`src/rtl/regfile_write_arbiter.sv`:
```
// Round-robin arbiter sharing the register file write port between two writeback requesters,
// with a per-register busy scoreboard for decode. Define RF_ARB_FWD_EN to add same-cycle forwarding.
module regfile_write_arbiter #(
    parameter int unsigned DATA_W  = 32,
    parameter int unsigned ADDR_W  = 5,
    parameter int unsigned NREGS   = 32,
    parameter int unsigned RST_PRI = 0
) (
    input  logic              clk,
    input  logic              rst_n,
    input  logic              req0_valid,
    input  logic [ADDR_W-1:0] req0_reg,
    input  logic [DATA_W-1:0] req0_data,
    output logic              req0_ready,
    input  logic              req1_valid,
    input  logic [ADDR_W-1:0] req1_reg,
    input  logic [DATA_W-1:0] req1_data,
    output logic              req1_ready,
    input  logic              issue_valid,
    input  logic [ADDR_W-1:0] issue_reg,
    output logic              issue_stall,
    input  logic [ADDR_W-1:0] rd1_reg,
    input  logic [ADDR_W-1:0] rd2_reg,
    output logic              rd1_busy,
    output logic              rd2_busy,
`ifdef RF_ARB_FWD_EN
    output logic              rd1_fwd,
    output logic              rd2_fwd,
    output logic [DATA_W-1:0] fwd_data,
`endif
    output logic              regwrite,
    output logic [ADDR_W-1:0] writereg,
    output logic [DATA_W-1:0] writeda
);

    localparam logic [0:0] PRI0 = 1'b0;
    localparam logic [0:0] PRI1 = 1'b1;

    logic [0:0]        pri_q, pri_d;
    logic              gnt0, gnt1, gnt_any;
    logic [ADDR_W-1:0] gnt_reg;
    logic [DATA_W-1:0] gnt_data;
    logic [NREGS-1:0]  busy_q, busy_d;
    logic              regwrite_q, regwrite_d;
    logic [ADDR_W-1:0] writereg_q, writereg_d;
    logic [DATA_W-1:0] writeda_q, writeda_d;
    logic              hit_rd1, hit_rd2, hit_issue;

    always_comb begin
        gnt0  = 1'b0;
        gnt1  = 1'b0;
        pri_d = pri_q;
        if (req0_valid && req1_valid) begin
            if (pri_q == PRI0) begin
                gnt0  = 1'b1;
                pri_d = PRI1;
            end else begin
                gnt1  = 1'b1;
                pri_d = PRI0;
            end
        end else if (req0_valid) begin
            gnt0  = 1'b1;
            pri_d = PRI1;
        end else if (req1_valid) begin
            gnt1  = 1'b1;
            pri_d = PRI0;
        end
    end

    assign gnt_any  = gnt0 | gnt1;
    assign gnt_reg  = gnt1 ? req1_reg : req0_reg;
    assign gnt_data = gnt1 ? req1_data : req0_data;

    assign req0_ready = gnt0;
    assign req1_ready = gnt1;

`ifdef RF_ARB_FWD_EN
    // A write granted this cycle satisfies readers of the same register immediately.
    assign hit_rd1   = gnt_any && (rd1_reg != '0) && (gnt_reg == rd1_reg);
    assign hit_rd2   = gnt_any && (rd2_reg != '0) && (gnt_reg == rd2_reg);
    assign hit_issue = gnt_any && (gnt_reg == issue_reg);
    assign rd1_fwd   = hit_rd1;
    assign rd2_fwd   = hit_rd2;
    assign fwd_data  = gnt_data;
`else
    assign hit_rd1   = 1'b0;
    assign hit_rd2   = 1'b0;
    assign hit_issue = 1'b0;
`endif

    assign issue_stall = issue_valid && busy_q[issue_reg] && (issue_reg != '0) && !hit_issue;
    assign rd1_busy    = busy_q[rd1_reg] && (rd1_reg != '0) && !hit_rd1;
    assign rd2_busy    = busy_q[rd2_reg] && (rd2_reg != '0) && !hit_rd2;

    // Clear first so that a same-cycle issue to the same register leaves it busy.
    always_comb begin
        busy_d = busy_q;
        if (gnt_any) begin
            busy_d[gnt_reg] = 1'b0;
        end
        if (issue_valid && !issue_stall && (issue_reg != '0)) begin
            busy_d[issue_reg] = 1'b1;
        end
        busy_d[0] = 1'b0;
    end

    always_comb begin
        regwrite_d = gnt_any && (gnt_reg != '0);
        writereg_d = regwrite_d ? gnt_reg : writereg_q;
        writeda_d  = regwrite_d ? gnt_data : writeda_q;
    end

    always_ff @(posedge clk or negedge rst_n) begin
        if (!rst_n) begin
            pri_q      <= (RST_PRI != 0) ? PRI1 : PRI0;
            busy_q     <= '0;
            regwrite_q <= 1'b0;
            writereg_q <= '0;
            writeda_q  <= '0;
        end else begin
            pri_q      <= pri_d;
            busy_q     <= busy_d;
            regwrite_q <= regwrite_d;
            writereg_q <= writereg_d;
            writeda_q  <= writeda_d;
        end
    end

    assign regwrite = regwrite_q;
    assign writereg = writereg_q;
    assign writeda  = writeda_q;

endmodule
```
`config.mk`:
```
export PLATFORM = sky130hd
export DESIGN_NAME = regfile_write_arbiter
export DESIGN_NICKNAME = d
export VERILOG_FILES = /design/src/rtl/regfile_write_arbiter.sv
export SDC_FILE = /design/constraint.sdc
export NUM_CORES = 1
export LEC_CHECK = 0
export CORE_MARGIN = 1.5
export CORE_UTILIZATION = 50
export DETAILED_ROUTE_END_ITERATION = 7
export PLACE_DENSITY = 0.85
export SYNTH_ARGS = -nofsm -noshare
export SYNTH_HDL_FRONTEND = slang
export SYNTH_SLANG_ARGS = --single-unit
```
`constraint.sdc`:
```
create_clock -name clk -period 6.37 [get_ports clk]
set_input_delay 1.5925 -clock clk [delete_from_list [all_inputs] [get_ports clk]]
set_output_delay 1.5925 -clock clk [all_outputs]
set_load 0.005 [all_outputs]
```
Run 1, wiring heat map:
Scale: 4 px per um. 19 x 19 tiles, from white (low) to dark blue (high), scaled to the fullest tile. Values are wire area over tile area, all layers added.
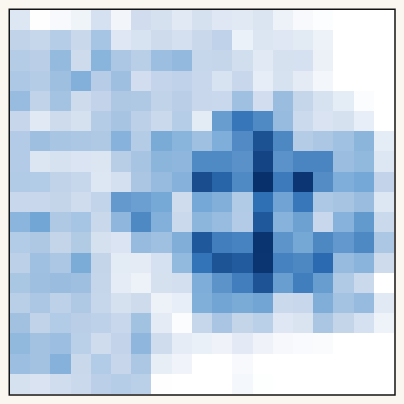
fullest tile = 0.74
tiles over half the peak = 16%
nearly empty tiles = 11%
densest ninth of the die = center
mean over tiles = 0.22
emptiest ninth of the die = north-east
Vias: 3840
final WL: 12.14 mm
Wirelength per Cell: 19.36 um
gr usage total: 0.2763

Run 1, metal 4:
Scale: 4 px per um. Supply wires on this layer in gray.
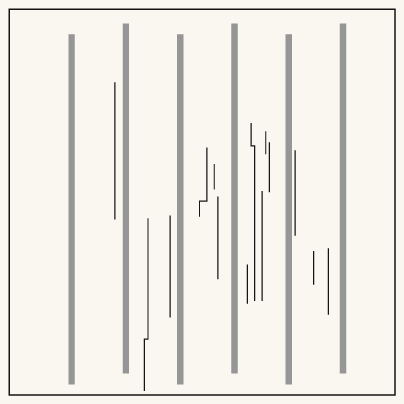
nets with wire on the layer = 11
main direction = vertical
longest straight run = 38.6 um

Run 1, logic cells by family:
Scale: 6 px per um.
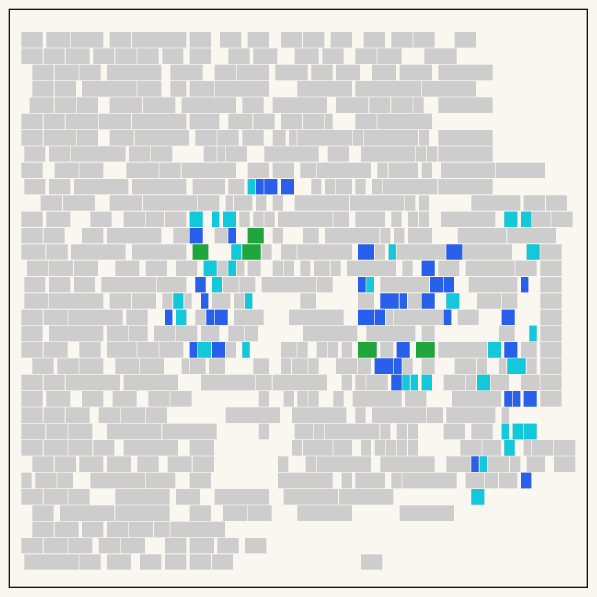
green -> AND-OR and OR-AND gates  # cells 5, where center
cyan -> NOR gates  # cells 32
blue -> NAND gates  # cells 36
Comb area share: 0.4080
non-filler cells in the finished layout: 627
Top cell excl fill/tap: clkdlybuf4s50_1

Run 1, layout detail:
Window x 33 to 63, y 14 to 44 um. Cells in gray, sequential cells in the stronger gray; small squares are vias.
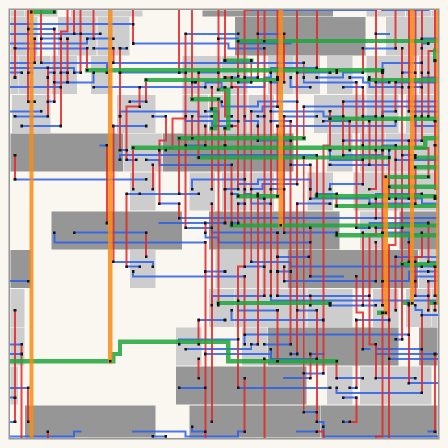
blue -> metal 1
red -> metal 2
green -> metal 3
orange -> metal 4
netlist names of flops here include = busy_q (10), writeda (1)
cells with their middle in the window = 56
sequential cells in the window = 11
most frequent = o21ai_0 (21), dfrtp_1 (11), o31ai_1 (4)

## run 1: sequential cells by signal, summed over array words and instances, names as in the netlist
signal	flops
busy_q	31
pri_q	1
writeda	32
regwrite	1
writereg	5
## run 1: stage by stage
step / total power, mW / std cells / instance area, sq um
floorplan: 0.8639 / 393 / 4333
global placement: 1.077 / 611 / 5720
detailed placement: 1.095 / 611 / 5720
CTS: 1.469 / 627 / 5924
global route: 1.540 / 627 / 5924
finish: 1.469 / 627 / 5924
## run 1: worst max path at each step
stage | endpoint | slack (ps) | cells past startpoint
2_1_floorplan | issue_stall | 1660 | 6
3_3_place_gp | issue_stall | 680 | 6
3_5_place_dp | issue_stall | 610 | 6
4_1_cts | issue_stall | 580 | 6
5_1_grt | issue_stall | 440 | 6
6_report | issue_stall | 560 | 6
## run 1: per-layer routing
| metal | track usage | share of wire | vias to the layer above | routed length [um] |
|---|---|---|---|---|
| li1 | - | - | 1732 | - |
| met1 | 0.3438 | 0.39 | 1821 | 4755 |
| met2 | 0.4360 | 0.47 | 256 | 5744 |
| met3 | 0.08452 | 0.11 | 31 | 1347 |
| met4 | 0.1360 | 0.024 | 0 | 293 |
| met5 | 0 | 0 | - | 0 |
## run 1: power by group through the flow
stage          combinational, mW  sequential, mW  clock, mW
4_1_cts                    0.460           0.631      0.378
6_report                   0.459           0.636      0.374
2_1_floorplan              0.263           0.600          0
3_3_place_gp               0.441           0.635          0
5_1_grt                    0.498           0.644      0.399
3_5_place_dp               0.457           0.638          0
## run 1: area by class of cell
type                    count  area (sq um)
multi-input cells         286          2417
fillers                   592          2375
flip-flops and latches     70          1752
repair buffers            139          1379
well taps                 105         131.4
clock buffers               9         123.9
clock inverters             7         80.08
inverters                  11         41.29
## run 1: cells in the final DEF (no fill, tap or decap), types with 4 or more instances in the layout
master	synthesis	final
a21oi_1	12	12
clkbuf_8	0	9
clkdlybuf4s50_1	0	135
dfrtp_1	70	70
inv_1	10	10
mux2_2	54	54
mux2_4	16	16
mux2i_1	14	14
mux4_2	16	16
nand2_1	14	14
nand2b_1	8	8
nand3_1	5	5
nand4_1	4	4
nor2_1	12	12
nor2b_1	7	7
nor3_1	8	8
nor4_1	4	4
o211ai_1	5	5
o21ai_0	55	55
o31ai_1	12	12
## run 1: cells by family after synthesis
| logic type | after synthesis | share of synthesized area |
|---|---|---|
| simple gates | 82 | 0.1045 |
| mux | 100 | 0.3113 |
| compound gates | 104 | 0.1418 |
| flops | 70 | 0.4043 |
| buf+inv | 37 | 0.03812 |
==> run summary, run 1 <==
Max Slew Vio Count = 0
Top cells by count = 70 x dfrtp_1, 55 x o21ai_0, 54 x mux2_2, 18 x clkbuf_1
Hold_ws = 512.3 ps
First-pass GRT wire length = 19.06 mm
Hold endpoint = writereg[2]
Switch Pwr = 465.6 uW
Ys async rst share = 1.000
Synth Cell Area = 4333 sq um
Top FF cell, synth = dfrtp_1
Vias in the first global route = 3822
Clk_lat worst skew = 360 ps
Hold-fix buffers, CTS = 0
Crit start category = input pin
DRT iter0 DRCs = 282
Worst-path clk slew = 80 ps
Crit path DAT = 4210 ps
Synth top cell by count = dfrtp_1
VDD IR max = 0.1757 mV
Post-synth EDFFs = 0
Switch share = 0.3169
PnR worst setup slack = 563.6 ps
Crit Path Class = in2out
Clk root buf = clkbuf_8
Achievable Freq = 0.1722 GHz
Die Wd = 96.09 um
Init Core Util = 0.5221
CP required = 4780 ps
DRC = 0
CORE AREA = 8299 sq um
Synth top area share = 0.4043
Worst Reg2Reg Path Length in Cells = 6
Ys cells = 393
Largest net degree at the start of global routing = 71
Internal = 1.004 mW
Yosys top cell by area = dfrtp_1
Final setup fails = 0
Cell count after synthesis = 393
Final min period = 5806 ps
RSZ-0062 raised after global routing = false
Worst Skew = 8.800 ps
CTS tree = yes
Post-DRT Antenna Nets = 0
Postcts setup bufs = 0
Initial antenna violation count = 0
Post-route setup TNS = 0 ps
Final hold vios = 0
Yosys cell types = 44
Via density = 6.124
Final core utilization = 0.7139
Syn_area_per_cell = 11.03 sq um
FF-to-FF End = writeda[4]
Outcome = complete, no violations
MaxCap Viol Count = 0
DPL Wire Length = 8.891 mm
Reg2Reg Setup Slack = 3060 ps
Total CTS buffers = 9
Pwr/cell area = 248.0 nW/um^2
Worst Tran Pin Value = 1074 ps
Hold WC Path Type = reg2reg
Total tool warning count = 26
Number of gates resized after CTS = 0
Final GP Congestion = 1.001
Comb power frac = 0.313
DRT Pass-1 Iters = 5
Cell Chain, Critical Path = clkdlybuf4s50_1 > mux4_2 > nand3b_1 > nand4_1 > o31a_1 > clkdlybuf4s50_1
Cycle use final = 0.9115
Port bufs = 136
Die area = 9233 sq um
Layout cell share with drive strength beyond 1 = 0.2126
IO Pins = 137
R2r startpoint = pri_q
Rel. slew slack = 0.2841
Family with the most delay on the worst path = buffers and inverters
Warnings, synthesis = 0
Die Y = 96.09 um
H-tree depth = 3
==> run 2: changes to the inputs <==
SLEW_MARGIN = 25   (was default)
Run 2, metal 4:
Scale: 4 px per um. Supply wires on this layer in gray.
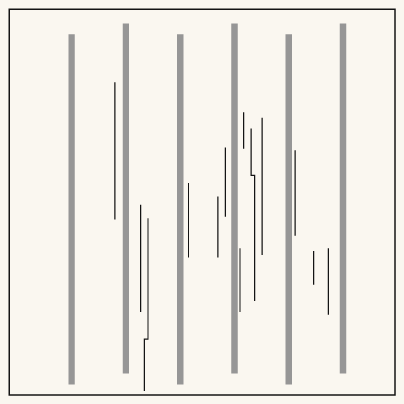
longest straight run = 34.0 um
nets with wire on the layer = 8
share of all routed wire = 2.5%
wire length on this layer = 302 um
final WL: 12.22 mm
Vias: 3827

==> run 2 against run 1 <==
  * Worst hold slack better by 0.89 ps
  * Setup slack worse by 16 ps
  * Synthesized cell count did not move
  * Global-route usage is the same
  * Synthesized area is the same
  * Sequential power barely moved
  * Sequential share of layout area hardly changed
  * Critical endpoint unchanged
  * Combinational power is essentially flat
  * Power barely moved
==> run summary, run 2 <==
Outcome = complete, no violations
Top cell excl fill/tap = clkdlybuf4s50_1
Final hold vios = 0
Die Wd = 96.09 um
Antenna Cells = 0
Crit Path Max Fanout = 15
Worst Reg2Reg Path Length in Cells = 6
Port bufs = 136
RSZ-0062 raised after global routing = false
Clk root buf = clkbuf_8
Die area = 9233 sq um
Achievable Freq = 0.1717 GHz
Ys flops = 70
First-pass GRT wire length = 19.06 mm
Hold-fix buffers, CTS = 0
Post-DRT Antenna Nets = 0
Init Core Util = 0.5221
Yosys top cell by area = dfrtp_1
Top cells by count = 70 x dfrtp_1, 55 x o21ai_0, 54 x mux2_2, 18 x clkbuf_1
Postcts setup bufs = 0
Comb power frac = 0.313
Layout cell share with drive strength beyond 1 = 0.2126
Syn_area_per_cell = 11.03 sq um
FP Rows = 33
Max Slew Vio Count = 0
Top area cell types = dfrtp_1 40%, mux2_2 14%, mux4_2 8.3%, o21ai_0 6.4%, mux2_4 5.5%
Warnings, synthesis = 0
Non-filler cells in the finished layout = 627
Worst Skew = 9.679 ps
Initial antenna violation count = 0
Ys async rst share = 1.000
Vias in the first global route = 3822
Fin area = 5931 sq um
CP required = 4780 ps
Hold_ws = 513.1 ps
Internal = 1.004 mW
Yosys cell types = 44
PnR worst setup slack = 547.5 ps
Synth top area share = 0.4043
Final setup fails = 0
Most numerous logic cells after layout = 135 x clkdlybuf4s50_1, 70 x dfrtp_1, 55 x o21ai_0
Dpl cells = 611
Final min period = 5822 ps
Die Y = 96.09 um
IO Pins = 137
Seq share, synth = 0.4043
H-tree depth = 3
Cycle use final = 0.9140
Cell count after synthesis = 393
Switch Pwr = 467.1 uW
Wirelength per Cell = 19.49 um
Layout area overhead = 36.88%
CTS tree = yes
Hold WC Path Type = reg2reg
Synthesized chip area reported by yosys = 4333 sq um
Number of gates resized after CTS = 0
MaxCap Viol Count = 0
Switch share = 0.3176
Clk sinks = 70
Crit path DAT = 4230 ps
Total CTS buffers = 9
DRT iter0 DRCs = 269
CORE AREA = 8299 sq um
Post-route setup TNS = 0 ps
Max FFs per register = 32
Ys cells = 393
Post-synth EDFFs = 0
Post-Place Cell Area = 5720 sq um
Register share of total power = 0.432
Pwr/cell area = 248.0 nW/um^2
DPL Wire Length = 8.891 mm
Post-Syn Nets = 487
Clock share of power = 0.255
CTS max path bufs = 2
Clk_lat worst skew = 360 ps
Largest net degree at the start of global routing = 71
Top FF cell, synth = dfrtp_1
Worst-path clk slew = 80 ps
Synth Cell Area = 4333 sq um
Total grt overflow = 0
Crit Path Class = in2out
DRT Pass-1 Iters = 5
Total tool warning count = 26
Synth top cell by count = dfrtp_1
Leakage power = 2.375 nW
Setup WS pre-CTS = 606.1 ps
Gr usage total = 0.2763
# nets final = 611
Via density = 6.104
CP Capture Type = output port
Crit start category = input pin
Cell count of the worst hold path = 1
VDD IR max = 0.1761 mV
Final GP Congestion = 1.001
Worst Tran Pin Value = 875.1 ps
DRC = 0
Rel. slew slack = 0.4166
run 2: area by class of cell:
cell class | instances | area (sq um)
clock buffers | 9 | 123.9
well taps | 105 | 131.4
inverters | 11 | 41.29
fillers | 590 | 2369
repair buffers | 139 | 1379
flip-flops and latches | 70 | 1752
multi-input cells | 286 | 2424
clock inverters | 7 | 80.08
run 2: worst max-delay path, cell delays in order:
cell	delay (ps)
clkdlybuf4s50_1	930
mux4_2	580
nand4_1	100
nand4_1	190
o31a_1	370
clkdlybuf4s50_1	450
run 2: metrics by stage:
step / power, mW / utilization
2_1_floorplan: 0.8639 / -
3_3_place_gp: 1.077 / 0.6893
3_5_place_dp: 1.095 / 0.6893
4_1_cts: 1.469 / 0.7139
5_1_grt: 1.540 / 0.7146
6_report: 1.471 / 0.7146
run 2: worst paths after layout:
path / from / end / slack, ps
worst min-delay path: writereg[2] / writereg[2] / 510
min in group asynchronous: rst_n / writeda[14] / 1410
worst max-delay path: issue_reg[0] / issue_stall / 550
worst max register to register: pri_q / writeda[4] / 3350
worst min register to register: writereg[2] / writereg[2] / 510
max in group asynchronous: rst_n / writereg[4] / 4370
run 2: layer usage:
metal / GRT usage / share of wire
met1: 0.3438 / 0.40
met4: 0.1360 / 0.025
met5: 0 / 0
met3: 0.08452 / 0.099
met2: 0.4360 / 0.48
run 2: cell families after synthesis:
family / synth area share
AOI/OAI and AO/OA: 0.1418
muxes: 0.3113
buffers and inverters: 0.03812
DFF: 0.4043
and+or+nand+nor: 0.1045
run 2: power groups by stage:
stage | clock network, mW | registers, mW | logic, mW
after floorplan | 0 | 0.600 | 0.263
after global placement | 0 | 0.635 | 0.441
after detailed placement | 0 | 0.638 | 0.457
after CTS | 0.378 | 0.631 | 0.460
after global routing | 0.399 | 0.644 | 0.497
final | 0.376 | 0.635 | 0.460
==> run 3: changes to the inputs <==
clock period = 7.3 ns   (was 6.37 ns; I/O delays follow)
==> run 3 against run 2 <==
  * Worst hold slack got worse by 1.4 ps
  * Clock skew increased by 3.5 ps
  * Global-route usage decreased by 0.13 points
  * Combinational power decreased by 13%
  * Utilization increased by 0.21 points
  * Cell count decreased by 0.16%
  * Clock-buffer cell count unchanged
  * Via count increased by 0.50%
  * Register-to-register slack improved by 940 ps
  * Critical path type unchanged
  * Critical endpoint unchanged
  * Flip-flop count unchanged
==> run summary, run 3 <==
Ys cells = 393
Init Core Util = 0.5221
PnR worst setup slack = 1004 ps
CORE AREA = 8299 sq um
CP Capture Type = output port
Fin area = 5948 sq um
Final GP Congestion = 0.9551
Seq share, synth = 0.4043
Max FFs per register = 32
Worst Tran Pin Value = 861.0 ps
Setup WS pre-CTS = 1035 ps
Initial antenna violation count = 0
Post-Syn Nets = 487
Synth Cell Area = 4333 sq um
CTS tree = yes
CTS max path bufs = 2
Warnings, synthesis = 0
Pwr/cell area = 221.3 nW/um^2
Cell count of the worst hold path = 1
Total tool warning count = 26
Crit Path Class = in2out
Yosys top cell by area = dfrtp_1
Syn_area_per_cell = 11.03 sq um
Cell Chain, Critical Path = clkdlybuf4s50_1 > mux4_2 > nand4_1 > nand4_1 > o31a_1 > clkdlybuf4s50_1
Crit path DAT = 4470 ps
VDD IR max = 0.1002 mV
Largest net degree at the start of global routing = 71
CP max stage delay = 940 ps
Ys async rst share = 1.000
Synth top cell by count = dfrtp_1
Total grt overflow = 0
Port bufs = 136
Synth top area share = 0.4043
Die area = 9233 sq um
Worst Reg2Reg Path Length in Cells = 6
Number of gates resized after CTS = 0
Post-synth EDFFs = 0
DRT Pass-1 Iters = 5
Final min period = 6296 ps
First-pass GRT wire length = 19.13 mm
Post-Place Cell Area = 5713 sq um
Post-route setup TNS = 0 ps
Leakage power = 2.386 nW
Top FF cell, synth = dfrtp_1
Vias = 3846
Fillers = 586
Clk root buf = clkbuf_8
Family with the most delay on the worst path = buffers and inverters
Top cells by count = 70 x dfrtp_1, 55 x o21ai_0, 54 x mux2_2, 18 x clkbuf_1
Wirelength per Cell = 19.48 um
Yosys cell types = 44
Crit-path slowest cell = clkdlybuf4s50_1
RSZ-0062 raised after global routing = false
Cycle use final = 0.8625
DRT iter0 DRCs = 292
Final WL = 12.19 mm
Clk_lat worst skew = 340 ps
Layout cell share with drive strength beyond 1 = 0.2111
Ys flops = 70
Most numerous logic cells after layout = 135 x clkdlybuf4s50_1, 70 x dfrtp_1, 55 x o21ai_0
Die Wd = 96.09 um
Non-filler cells in the finished layout = 626
Synthesized chip area reported by yosys = 4333 sq um
IO Pins = 137
Max Slew Vio Count = 0
Final setup fails = 0
Vias in the first global route = 3811
Cell count after synthesis = 393
Top cell excl fill/tap = clkdlybuf4s50_1
Achievable Freq = 0.1588 GHz
DRC = 0
Worst path bufs/invs = 2
FP Rows = 33
CP required = 5480 ps
Die Y = 96.09 um
Gr usage total = 0.2750
Rel. slew slack = 0.4260
Hold-fix buffers, CTS = 0
Final hold vios = 0
Crit start category = input pin
# nets final = 610
Hold WC Path Type = reg2reg
Critical Path Stages = 6
Top area cell types = dfrtp_1 40%, mux2_2 14%, mux4_2 8.3%, o21ai_0 6.4%, mux2_4 5.5%
Worst Skew = 13.18 ps
Clk sinks = 70
DPL Wire Length = 8.874 mm
Layout area overhead = 37.28%
Post-DRT Antenna Nets = 0
Crit Path Max Fanout = 15
Postcts setup bufs = 0
H-tree depth = 3
Total CTS buffers = 9
MaxCap Viol Count = 0
Worst-path clk slew = 90 ps
Outcome = complete, no violations
Antenna Cells = 0
Dpl cells = 610
Via density = 6.144
## run 3: cell counts after synthesis
Identical to the previous run, type by type.
## run 3: layout make-up
type / count / area, sq um / area share
multi-input cells: 286 / 2424 / 0.4074
flip-flops and latches: 70 / 1752 / 0.2945
repair buffers: 138 / 1371 / 0.2305
well taps: 105 / 131.4 / 0.02209
clock buffers: 9 / 123.9 / 0.02082
clock inverters: 7 / 105.1 / 0.01767
inverters: 11 / 41.29 / 0.006942
## run 3: report_power, final
group / switching (mW) / total [mW] / internal (mW)
sequential: 0.0877 / 0.555 / 0.468
clock: 0.161 / 0.359 / 0.198
combinational: 0.156 / 0.402 / 0.246
total: 0.405 / 1.32 / 0.912
## run 3: worst paths after layout
| kind | start | end | slack [ps] |
|---|---|---|---|
| max | issue_reg[0] | issue_stall | 1000 |
| max reg2reg | pri_q | writeda[10] | 4290 |
| min reg2reg | writeda[14] | writeda[14] | 510 |
| max in group asynchronous | rst_n | busy_q[14] | 5070 |
| min in group asynchronous | rst_n | writeda[13] | 1660 |
| min | writeda[14] | writeda[14] | 510 |
## run 3: metrics by stage
stage	power (mW)	hold WS [ps]	utilization
after CTS	1.315	514.3	0.7160
after global routing	1.376	529.2	0.7167
final	1.316	511.7	0.7167
after floorplan	0.7538	483.4	-
after detailed placement	0.9558	493.3	0.6884
after global placement	0.9381	491.5	0.6884
## run 3: cells by family (layout without fill, tap and decap cells)
group	Yosys count	count (layout)	share of synthesized area
compound gates	104	104	0.1418
buf+inv	37	165	0.03812
mux	100	100	0.3113
simple gates	82	82	0.1045
flops	70	70	0.4043
## run 3: per-layer routing
layer	share of wire	vias to the layer above	wire length, um	GRT usage
li1	-	1738	-	-
met1	0.39	1836	4763	0.3488
met2	0.49	246	5919	0.4519
met3	0.10	26	1261	0.08136
met4	0.020	0	249	0.08701
met5	0	-	0	0
Run 3, layout detail:
Window x 33 to 63, y 14 to 44 um. Cells in gray, sequential cells in the stronger gray; small squares are vias.
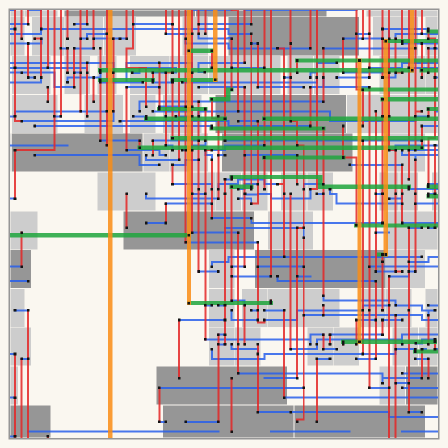
red -> metal 2
orange -> metal 4
green -> metal 3
blue -> metal 1
cells with their middle in the window = 56
most frequent = o21ai_0 (22), dfrtp_1 (9), o31ai_1 (4)
sequential cells in the window = 9
netlist names of flops here include = busy_q (9)

No activity file was given, so power comes from the tool's default toggle rates.
